File: src/rtl/svc_rv_hazard_pkg.sv
// Shared types and constants for the RV pipeline hazard sequencer.
package svc_rv_hazard_pkg;

  localparam int unsigned HZ_CNT_W       = 6;
  localparam int unsigned FUNCT3_DIV_BIT = 2;
  localparam int unsigned REG_ADDR_W     = 5;
  localparam int unsigned PERF_W         = 32;

  typedef enum logic [1:0] {
    RUN      = 2'd0,
    LU_STALL = 2'd1,
    DIV_BUSY = 2'd2
  } hazard_state_t;

  // Stall/flush bundle driven toward the pipeline registers
  typedef struct packed {
    logic stall_pc;
    logic stall_if_id;
    logic stall_id_ex;
    logic flush_if_id;
    logic flush_id_ex;
    logic flush_ex_mem;
    logic div_done;
  } hazard_ctl_t;

endpackage

File: src/rtl/svc_rv_hazard_detect.sv
// Combinational load-use and multi-cycle divide detection for the hazard sequencer.
module svc_rv_hazard_detect
  import svc_rv_hazard_pkg::*;
(
  input  logic [REG_ADDR_W-1:0] rs1_id_i,
  input  logic [REG_ADDR_W-1:0] rs2_id_i,
  input  logic                  rs1_used_id_i,
  input  logic                  rs2_used_id_i,
  input  logic [REG_ADDR_W-1:0] rd_ex_i,
  input  logic                  mem_read_ex_i,
  input  logic                  is_m_ex_i,
  input  logic [2:0]            funct3_ex_i,
  output logic                  load_use_c,
  output logic                  div_ex_c
);

  logic rs1_hit_c;
  logic rs2_hit_c;
  logic unused_funct3_c;

  assign rs1_hit_c  = rs1_used_id_i && (rs1_id_i == rd_ex_i);
  assign rs2_hit_c  = rs2_used_id_i && (rs2_id_i == rd_ex_i);
  // x0 is never a real producer, so a load to it cannot create a hazard
  assign load_use_c = mem_read_ex_i && (rd_ex_i != '0) && (rs1_hit_c || rs2_hit_c);
  assign div_ex_c   = is_m_ex_i && funct3_ex_i[FUNCT3_DIV_BIT];

  assign unused_funct3_c = ^funct3_ex_i;

endmodule

File: src/rtl/svc_rv_hazard_ctrl.sv
// Stall/flush sequencer for load-use, multi-cycle divide, mispredict and redirect.
// Define SVC_RV_HAZARD_PERF_EN to build the saturating perf counters.
module svc_rv_hazard_ctrl
  import svc_rv_hazard_pkg::*;
#(
  parameter int unsigned DIV_CYCLES   = 32,
  parameter int unsigned LOAD_BUBBLES = 1
) (
  input  logic                  clk,
  input  logic                  rst_n,
  input  logic [REG_ADDR_W-1:0] rs1_id,
  input  logic [REG_ADDR_W-1:0] rs2_id,
  input  logic                  rs1_used_id,
  input  logic                  rs2_used_id,
  input  logic [REG_ADDR_W-1:0] rd_ex,
  input  logic                  mem_read_ex,
  input  logic                  is_m_ex,
  input  logic [2:0]            funct3_ex,
  input  logic                  mispredict_ex,
  input  logic                  redirect,
  output logic                  stall_pc,
  output logic                  stall_if_id,
  output logic                  stall_id_ex,
  output logic                  flush_if_id,
  output logic                  flush_id_ex,
  output logic                  flush_ex_mem,
  output logic                  div_done,
  output logic                  busy,
  output logic [PERF_W-1:0]     perf_lu_stalls,
  output logic [PERF_W-1:0]     perf_div_stalls,
  output logic [PERF_W-1:0]     perf_flushes
);

  localparam logic [HZ_CNT_W-1:0] DIV_INIT =
    HZ_CNT_W'((DIV_CYCLES > 1) ? DIV_CYCLES - 2 : 0);
  localparam logic [HZ_CNT_W-1:0] LU_INIT =
    HZ_CNT_W'((LOAD_BUBBLES > 1) ? LOAD_BUBBLES - 2 : 0);

  hazard_state_t         state_q, state_d;
  logic [HZ_CNT_W-1:0]   cnt_q, cnt_d;
  hazard_ctl_t           ctl_c;
  logic                  load_use_c;
  logic                  div_ex_c;
  logic                  lu_stall_c;
  logic                  div_stall_c;

  svc_rv_hazard_detect u_detect (
    .rs1_id_i      (rs1_id),
    .rs2_id_i      (rs2_id),
    .rs1_used_id_i (rs1_used_id),
    .rs2_used_id_i (rs2_used_id),
    .rd_ex_i       (rd_ex),
    .mem_read_ex_i (mem_read_ex),
    .is_m_ex_i     (is_m_ex),
    .funct3_ex_i   (funct3_ex),
    .load_use_c    (load_use_c),
    .div_ex_c      (div_ex_c)
  );

  always_ff @(posedge clk or negedge rst_n) begin
    if (!rst_n) begin
      state_q <= RUN;
      cnt_q   <= '0;
    end else begin
      state_q <= state_d;
      cnt_q   <= cnt_d;
    end
  end

  always_comb begin
    state_d     = state_q;
    cnt_d       = cnt_q;
    ctl_c       = '0;
    lu_stall_c  = 1'b0;
    div_stall_c = 1'b0;
    unique case (state_q)
      RUN: begin
        if (redirect) begin
          ctl_c.flush_if_id  = 1'b1;
          ctl_c.flush_id_ex  = 1'b1;
          ctl_c.flush_ex_mem = 1'b1;
        end else if (mispredict_ex) begin
          ctl_c.flush_if_id = 1'b1;
          ctl_c.flush_id_ex = 1'b1;
        end else if (div_ex_c) begin
          if (DIV_CYCLES > 1) begin
            ctl_c.stall_pc     = 1'b1;
            ctl_c.stall_if_id  = 1'b1;
            ctl_c.stall_id_ex  = 1'b1;
            ctl_c.flush_ex_mem = 1'b1;
            cnt_d              = DIV_INIT;
            state_d            = DIV_BUSY;
          end else begin
            ctl_c.div_done = 1'b1;
          end
        end else if (load_use_c) begin
          ctl_c.stall_pc    = 1'b1;
          ctl_c.stall_if_id = 1'b1;
          ctl_c.flush_id_ex = 1'b1;
          lu_stall_c        = 1'b1;
          if (LOAD_BUBBLES > 1) begin
            cnt_d   = LU_INIT;
            state_d = LU_STALL;
          end
        end
      end
      LU_STALL: begin
        if (redirect) begin
          ctl_c.flush_if_id  = 1'b1;
          ctl_c.flush_id_ex  = 1'b1;
          ctl_c.flush_ex_mem = 1'b1;
          cnt_d              = '0;
          state_d            = RUN;
        end else begin
          ctl_c.stall_pc    = 1'b1;
          ctl_c.stall_if_id = 1'b1;
          ctl_c.flush_id_ex = 1'b1;
          lu_stall_c        = 1'b1;
          if (cnt_q == '0) state_d = RUN;
          else             cnt_d   = cnt_q - HZ_CNT_W'(1);
        end
      end
      DIV_BUSY: begin
        // Redirect abandons the divide without ever signalling completion
        if (redirect) begin
          ctl_c.flush_if_id  = 1'b1;
          ctl_c.flush_id_ex  = 1'b1;
          ctl_c.flush_ex_mem = 1'b1;
          cnt_d              = '0;
          state_d            = RUN;
        end else if (cnt_q != '0) begin
          ctl_c.stall_pc     = 1'b1;
          ctl_c.stall_if_id  = 1'b1;
          ctl_c.stall_id_ex  = 1'b1;
          ctl_c.flush_ex_mem = 1'b1;
          div_stall_c        = 1'b1;
          cnt_d              = cnt_q - HZ_CNT_W'(1);
        end else begin
          ctl_c.div_done = 1'b1;
          state_d        = RUN;
        end
      end
      default: begin
        cnt_d   = '0;
        state_d = RUN;
      end
    endcase
  end

  // Reset forces every control output low regardless of the inputs
  assign stall_pc     = rst_n && ctl_c.stall_pc;
  assign stall_if_id  = rst_n && ctl_c.stall_if_id;
  assign stall_id_ex  = rst_n && ctl_c.stall_id_ex;
  assign flush_if_id  = rst_n && ctl_c.flush_if_id;
  assign flush_id_ex  = rst_n && ctl_c.flush_id_ex;
  assign flush_ex_mem = rst_n && ctl_c.flush_ex_mem;
  assign div_done     = rst_n && ctl_c.div_done;
  assign busy         = rst_n && (state_q != RUN);

`ifdef SVC_RV_HAZARD_PERF_EN
  logic [PERF_W-1:0] perf_lu_q;
  logic [PERF_W-1:0] perf_div_q;
  logic [PERF_W-1:0] perf_fl_q;

  always_ff @(posedge clk or negedge rst_n) begin
    if (!rst_n) begin
      perf_lu_q  <= '0;
      perf_div_q <= '0;
      perf_fl_q  <= '0;
    end else begin
      if (lu_stall_c && (perf_lu_q != '1))         perf_lu_q  <= perf_lu_q + PERF_W'(1);
      if (div_stall_c && (perf_div_q != '1))       perf_div_q <= perf_div_q + PERF_W'(1);
      if (ctl_c.flush_if_id && (perf_fl_q != '1))  perf_fl_q  <= perf_fl_q + PERF_W'(1);
    end
  end

  assign perf_lu_stalls  = perf_lu_q;
  assign perf_div_stalls = perf_div_q;
  assign perf_flushes    = perf_fl_q;
`else
  logic unused_perf_c;
  assign unused_perf_c   = lu_stall_c ^ div_stall_c;
  assign perf_lu_stalls  = '0;
  assign perf_div_stalls = '0;
  assign perf_flushes    = '0;
`endif

endmodule
File: config.mk
export PLATFORM = sky130hd
export DESIGN_NAME = svc_rv_hazard_ctrl
export DESIGN_NICKNAME = d
export VERILOG_FILES = /design/src/rtl/svc_rv_hazard_pkg.sv /design/src/rtl/svc_rv_hazard_detect.sv /design/src/rtl/svc_rv_hazard_ctrl.sv
export SDC_FILE = /design/constraint.sdc
export NUM_CORES = 1
export LEC_CHECK = 0
export CAP_MARGIN = 40
export CORE_MARGIN = 2
export CORE_UTILIZATION = 30
export DETAILED_ROUTE_END_ITERATION = 16
export GPL_TIMING_DRIVEN = 0
export PLACE_DENSITY = 0.8
export RECOVER_POWER = 50
export SYNTH_ARGS = -nofsm -noshare
export SYNTH_HDL_FRONTEND = slang
export SYNTH_SLANG_ARGS = --single-unit
File: constraint.sdc
create_clock -name clk -period 2.77 [get_ports clk]
set_clock_uncertainty 0.15 [all_clocks]
set_input_delay 0.277 -clock clk [delete_from_list [all_inputs] [get_ports clk]]
set_output_delay 0.277 -clock clk [all_outputs]
set_load 0.05 [all_outputs]
run_1/route_heat.png
Scale bar: 20 um. 14 x 14 tiles, from dark blue (low) to red (high), scaled to the fullest tile. Values are wire area over tile area, all layers added.
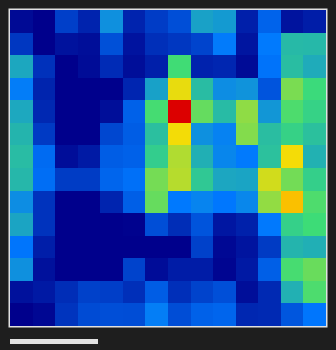
The densest ninth of the die: middle right. The mean over all tiles is 0.11. 15% of the tiles are nearly empty. The fullest tile reaches 0.47. 12% of the tiles are over half the peak.
DRT Wirelength: 3110 um
overall routing resource usage: 0.113
Vias: 1247
average routed wire per standard cell: 8.66 um

run_1/clock_nets.png
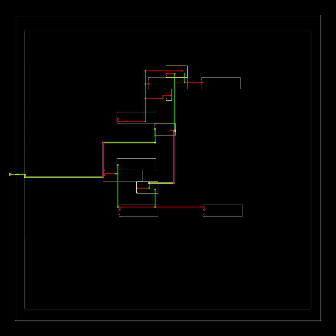
# clock sinks: 7
Insertion Delay late pin: 0.23 ns
Clock Buffer Count: 4

run_1/m1.png
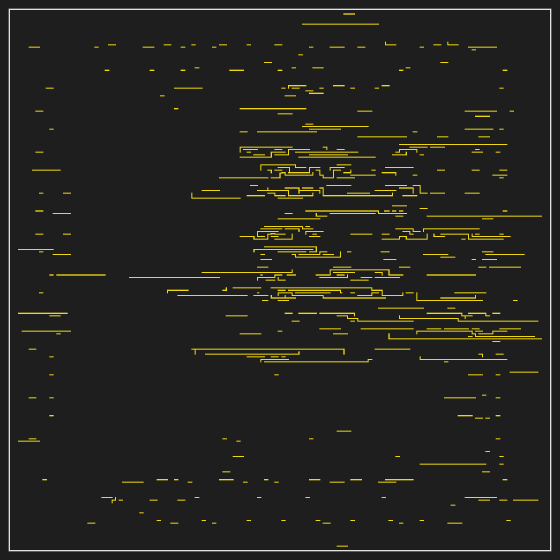
The layer carries 997 um of wire. The wires run mostly horizontal. The layer holds 32% of the routed length.
met1 Usage GRT: 0.107

run_1/m3.png
Scale bar: 20 um.
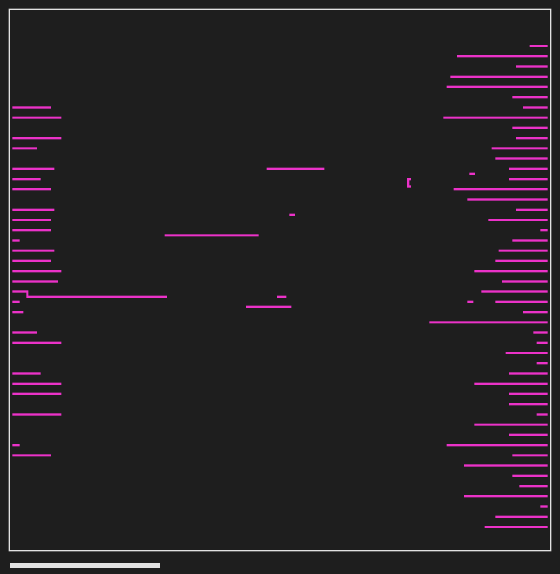
The layer holds 15% of the routed length. 79 nets have wire on it. The longest straight run is 18.4 um. The wires run mostly horizontal.
GR Util met3: 0.0408

==> impl_metrics.yaml, run 1 <==
# implementation run metrics
yosys:
  ys_sh_simple: 0.125
  edf_count: 0
  synth_top_cell_by_area: "buf_4"
  top_cell: "buf_4"
  synthCells: 178
  xor_area_frac: 0.0699
  ys_seq_frac: 0.127
  ys_sh_aoi: 0.109
  synth-seq-cells: 7
  synth-main-ff-cell: "dfrtp_1"
detailed_routing:
  ant_nets: 0
  remaining_drc_errors: 0
global_route:
  grt_antenna_before_repair: 0
final_timing:
  rsz0062_at_grt: "no"
  timing.slew.headroom: 0.664
  final_max_slew_viol_count: 0
  setup_viol: 0
clock_network:
  cts_tree: "built"
  cts_hold_buffers: 0
  clk_pin_slew_ns: 0.04
power_and_ir_drop:
  total_power_uw: 897
  p_leak_nw: 1.24
critical_path:
  required_ns: 2.34
finish:
  fillers: 431
  post-route-util: 0.489
  antennaDiodeCount: 0
floorplan:
  die_y_um: 71.8
  dieArea_um2: 5150
  core_um2: 4380
  core_util_floorplan: 0.314
  die_x_um: 71.8
status:
  outcome: "complete, no violations"
min_path:
  hp-class: "in2reg"
run 1: final timing paths:
check | slack, ns | from | depth (start not counted) | end
hold reg to reg | 0.42 | cnt_q[1]$_DFFE_PN0P_ | 1 | cnt_q[1]$_DFFE_PN0P_
max in group asynchronous | 1.96 | rst_n | 1 | state_q[1]$_DFFE_PN0P_
hold / removal | 0.19 | redirect | 2 | state_q[1]$_DFFE_PN0P_
setup / recovery | 0.14 | cnt_q[0]$_DFFE_PN0P_ | 6 | div_done
setup reg to reg | 0.95 | cnt_q[0]$_DFFE_PN0P_ | 6 | cnt_q[3]$_DFFE_PN0P_
min in group asynchronous | 0.21 | rst_n | 1 | cnt_q[4]$_DFFE_PN0P_
run 1: kinds of logic (layout without fill, tap and decap cells):
| kind of cell | after synthesis | after routing |
|---|---|---|
| other | 1 | 96 |
| muxes | 1 | 1 |
| DFF | 7 | 7 |
| buffers and inverters | 104 | 138 |
| AOI/OAI and AO/OA | 22 | 22 |
| and+or+nand+nor | 31 | 31 |
| adders and majority gates | 1 | 1 |
| xor gates and xnor gates | 11 | 11 |
run 1: metal layers:
metal  up-vias  track usage  part of all wire
li1        649            -                 -
met1       508        0.107              0.32
met2        84        0.220              0.52
met3         6       0.0408              0.15
met4         0       0.0440             0.012
met5         -            0                 0
run 1: area by class of cell:
| cell class | count | area, um^2 | share of cell area |
|---|---|---|---|
| Sequential cell | 7 | 175 | 0.0817 |
| Timing Repair Buffer | 30 | 284 | 0.133 |
| Tap cell | 52 | 65.1 | 0.0304 |
| Buffer | 99 | 738 | 0.344 |
| Inverter | 5 | 18.8 | 0.00876 |
| Clock buffer | 4 | 45.0 | 0.0210 |
| Multi-Input combinational cell | 162 | 817 | 0.381 |
run 1: per-stage QoR:
stage                     hold WS (ns)  worst slack [ns]  area (um^2)
after detailed placement         0.405            -0.335         2110
after global routing             0.190           0.00237         2140
final                            0.187             0.138         2140
after CTS                        0.179            0.0225         2150
after global placement           0.402            -0.305         2110
after floorplan                 -0.169             0.112         1740
run 1: power breakdown:
group          switching (mW)  leakage, nW  internal, mW
clock                  0.0488       0.0228         0.100
combinational           0.400         1.14         0.190
sequential             0.0317       0.0822         0.127
run 1: repair_timing:
item,CTS,global route
endpoints found under the hold margin,0,0
endpoints found under the setup margin,6,2
resized,8,5
buffers inserted,0,0
run 1: critical path, cell delays in order (launching register included):
cell	delay, ns
dfrtp_1	0.42
inv_1	0.09
ha_1	0.21
nand2b_4	0.09
or4_4	0.46
nor3_1	0.15
dlygate4sd2_1	0.56
run 1: layout by cell type, fill, tap and decap left out, drive strengths merged, types with 3 or more instances in the layout:
| cell | n |
|---|---|
| nor4 | 3 |
| nor2 | 11 |
| inv | 5 |
| buf | 100 |
| conb | 96 |
| clkbuf | 6 |
| o21ai | 11 |
| clkdlybuf4s50 | 24 |
| nand2 | 4 |
| dlygate4sd2 | 3 |
| dfrtp | 7 |
| xor2 | 9 |
run 1: registers in the layout, indices dropped and copies added (netlist names):
| signal | count |
|---|---|
| state_q | 1 |
| cnt_q | 6 |
==> run 1 -> run 2 <==
Settings changed: CTS_CLUSTER_SIZE from default to 24.
Clock period 2.77 ns to 3.4 ns, I/O delays scaled along.
==> run 2 against run 1 <==
Die size did not move. Critical endpoint is now flush_ex_mem. Sequential share of layout area about the same. First-iteration DRC count grew 69%. Largest cell class unchanged. Non-clock buffer count unchanged. Count of clock-buffer cells in the layout unchanged. Register-to-register slack better by 0.41 ns. Worst setup slack gained 0.078 ns.
==> impl_metrics.yaml, run 2 <==
# implementation run metrics
status:
  outcome: "complete, no violations"
final_timing:
  setup_viol: 0
  hold_ws_ns: 0.252
  final_max_slew_viol_count: 0
finish:
  top_register: "cnt_q"
  largestRegisters: "cnt_q (6), state_q (1)"
  largest_reg_flops: 6
  antennaDiodeCount: 0
critical_path:
  r2r_end: "cnt_q[1]$_DFFE_PN0P_"
  required_ns: 2.91
power_and_ir_drop:
  p_leak_nw: 1.25
clock_network:
  cts_resized: 0
  worstSkewPairLatency_ns: 0.23
  clock_sinks: 7
detailed_routing:
  wl_met1_um: 1050
  routed.top_layer: "met4"
  avgRoutedWirePerCell_um: 8.64
yosys:
  synth_top_cell_by_area: "buf_4"
  edf_count: 0
min_path:
  hp-class: "in2reg"
placement:
  dp_slack_ns: 0.0451
==> run 2: cell counts after synthesis <==
No cell type changed its count.
==> run 2: stage by stage <==
step | util | cell area, um^2 | total power [mW]
2_1_floorplan | - | 1730 | 0.540
3_3_place_gp | 0.479 | 2100 | 0.595
3_5_place_dp | 0.479 | 2100 | 0.602
4_1_cts | 0.489 | 2140 | 0.726
5_1_grt | 0.488 | 2140 | 0.757
6_report | 0.488 | 2140 | 0.722
==> run 2: power breakdown <==
part / leakage, nW / internal, mW / switching [mW]
logic: 1.15 / 0.152 / 0.321
clock network: 0.0228 / 0.0814 / 0.0391
registers: 0.0822 / 0.103 / 0.0253
==> run 2: kinds of logic (layout without fill, tap and decap cells) <==
| kind of cell | count (synthesis) | count (layout) | share of synthesized area |
|---|---|---|---|
| adder cells (fa/ha/maj) | 1 | 1 | 0.00908 |
| other | 1 | 96 | 0.00272 |
| AND-OR/OR-AND | 22 | 22 | 0.109 |
| multiplexers | 1 | 1 | 0.00727 |
| flip-flops | 7 | 7 | 0.127 |
| AND/OR/NAND/NOR | 31 | 31 | 0.125 |
| buffers and inverters | 104 | 138 | 0.550 |
| XOR/XNOR | 11 | 11 | 0.0699 |
==> run 2: critical path: stages (launching register included) <==
cell	delay (ns)
dfrtp_1	0.42
inv_1	0.09
ha_1	0.18
nand2b_2	0.10
o41ai_1	0.56
and2_1	0.30
a21oi_1	0.11
clkdlybuf4s50_1	0.71
==> run 2: area by class of cell <==
| cell class | count | area, um^2 | area share |
|---|---|---|---|
| repair buffers | 30 | 305 | 0.143 |
| inverters | 5 | 18.8 | 0.00877 |
| clock buffers | 4 | 45.0 | 0.0210 |
| well taps | 52 | 65.1 | 0.0304 |
| plain buffers | 99 | 738 | 0.345 |
| multi-input cells | 162 | 793 | 0.371 |
| flip-flops and latches | 7 | 175 | 0.0818 |
==> run 2: how the worst min path moves through the flow <==
stage	endpoint	slack (ns)
2_1_floorplan	cnt_q[0]$_DFFE_PN0P_	-0.11
3_3_place_gp	cnt_q[1]$_DFFE_PN0P_	0.40
3_5_place_dp	cnt_q[1]$_DFFE_PN0P_	0.41
4_1_cts	state_q[1]$_DFFE_PN0P_	0.25
5_1_grt	state_q[1]$_DFFE_PN0P_	0.27
6_report	state_q[1]$_DFFE_PN0P_	0.25
==> run 2: per-layer routing <==
layer  track usage  vias to the layer above
met5             0                        -
met4        0.0482                        0
met3        0.0436                        8
met2         0.209                       78
met1         0.115                      513
li1              -                      649
run_2/class_map.png
Fill, decap, tap and diode cells in gray.
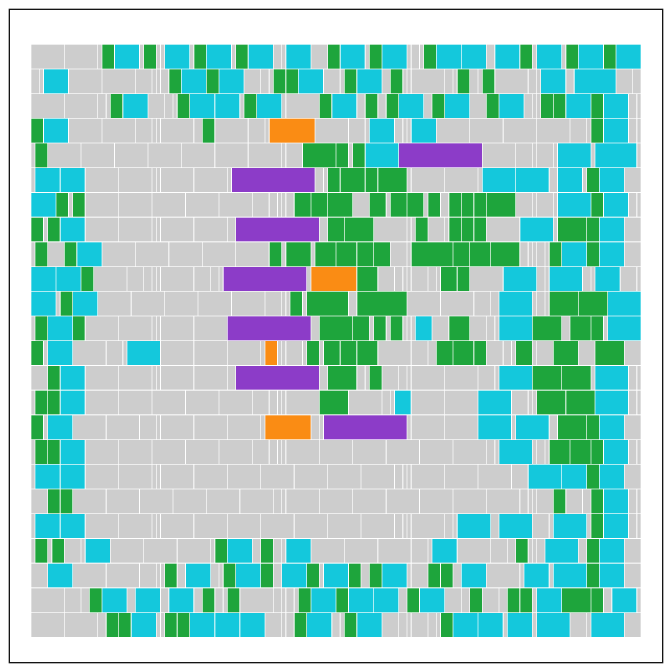
Green stands for remaining logic cells, cells 167, share of their area 39%. Orange stands for clock drivers and dummy loads, cells 4, share of their area 2.2%. Purple stands for sequential cells, cells 7, share of their area 8.4%. Cyan stands for remaining buffers and delay cells, cells 129, share of their area 50%.
Core ar.: 4380 um^2
Final Cell Area: 2140 um^2
FP Rows: 24

run_2/m1.png
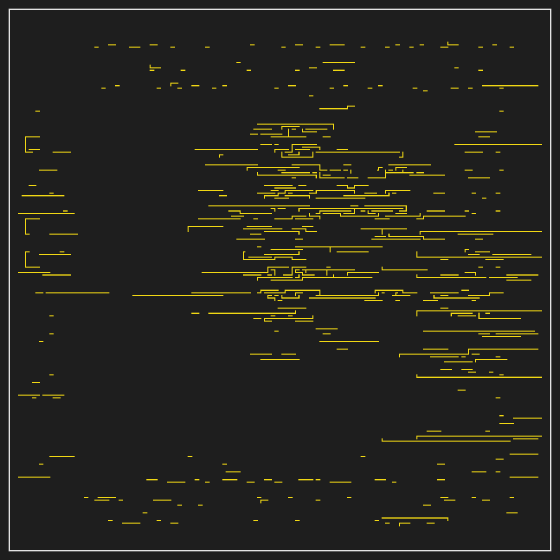
264 nets have wire on it. The layer holds 34% of the routed length. The longest straight run is 17.0 um.
met1 Usage GRT: 0.115
Vias: 1248

run_2/m3.png
Scale bar: 20 um.
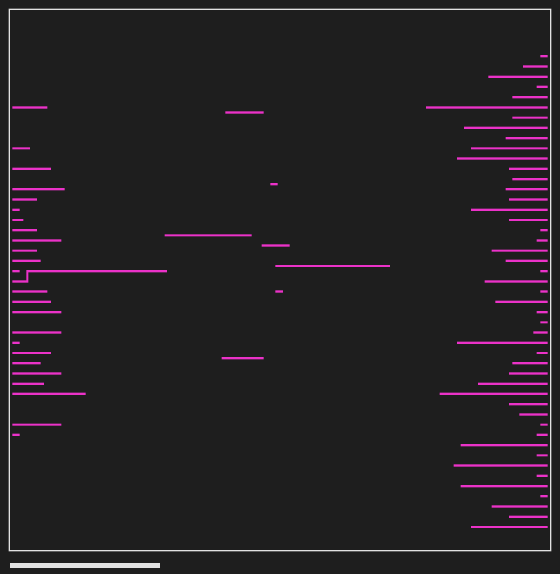
74 nets have wire on it. The longest straight run is 18.4 um. The wires run mostly horizontal. The layer carries 416 um of wire. The layer holds 13% of the routed length.
GR Util met3: 0.0436
DRT Wirelength: 3100 um

Power and IR drop assume default switching activity.
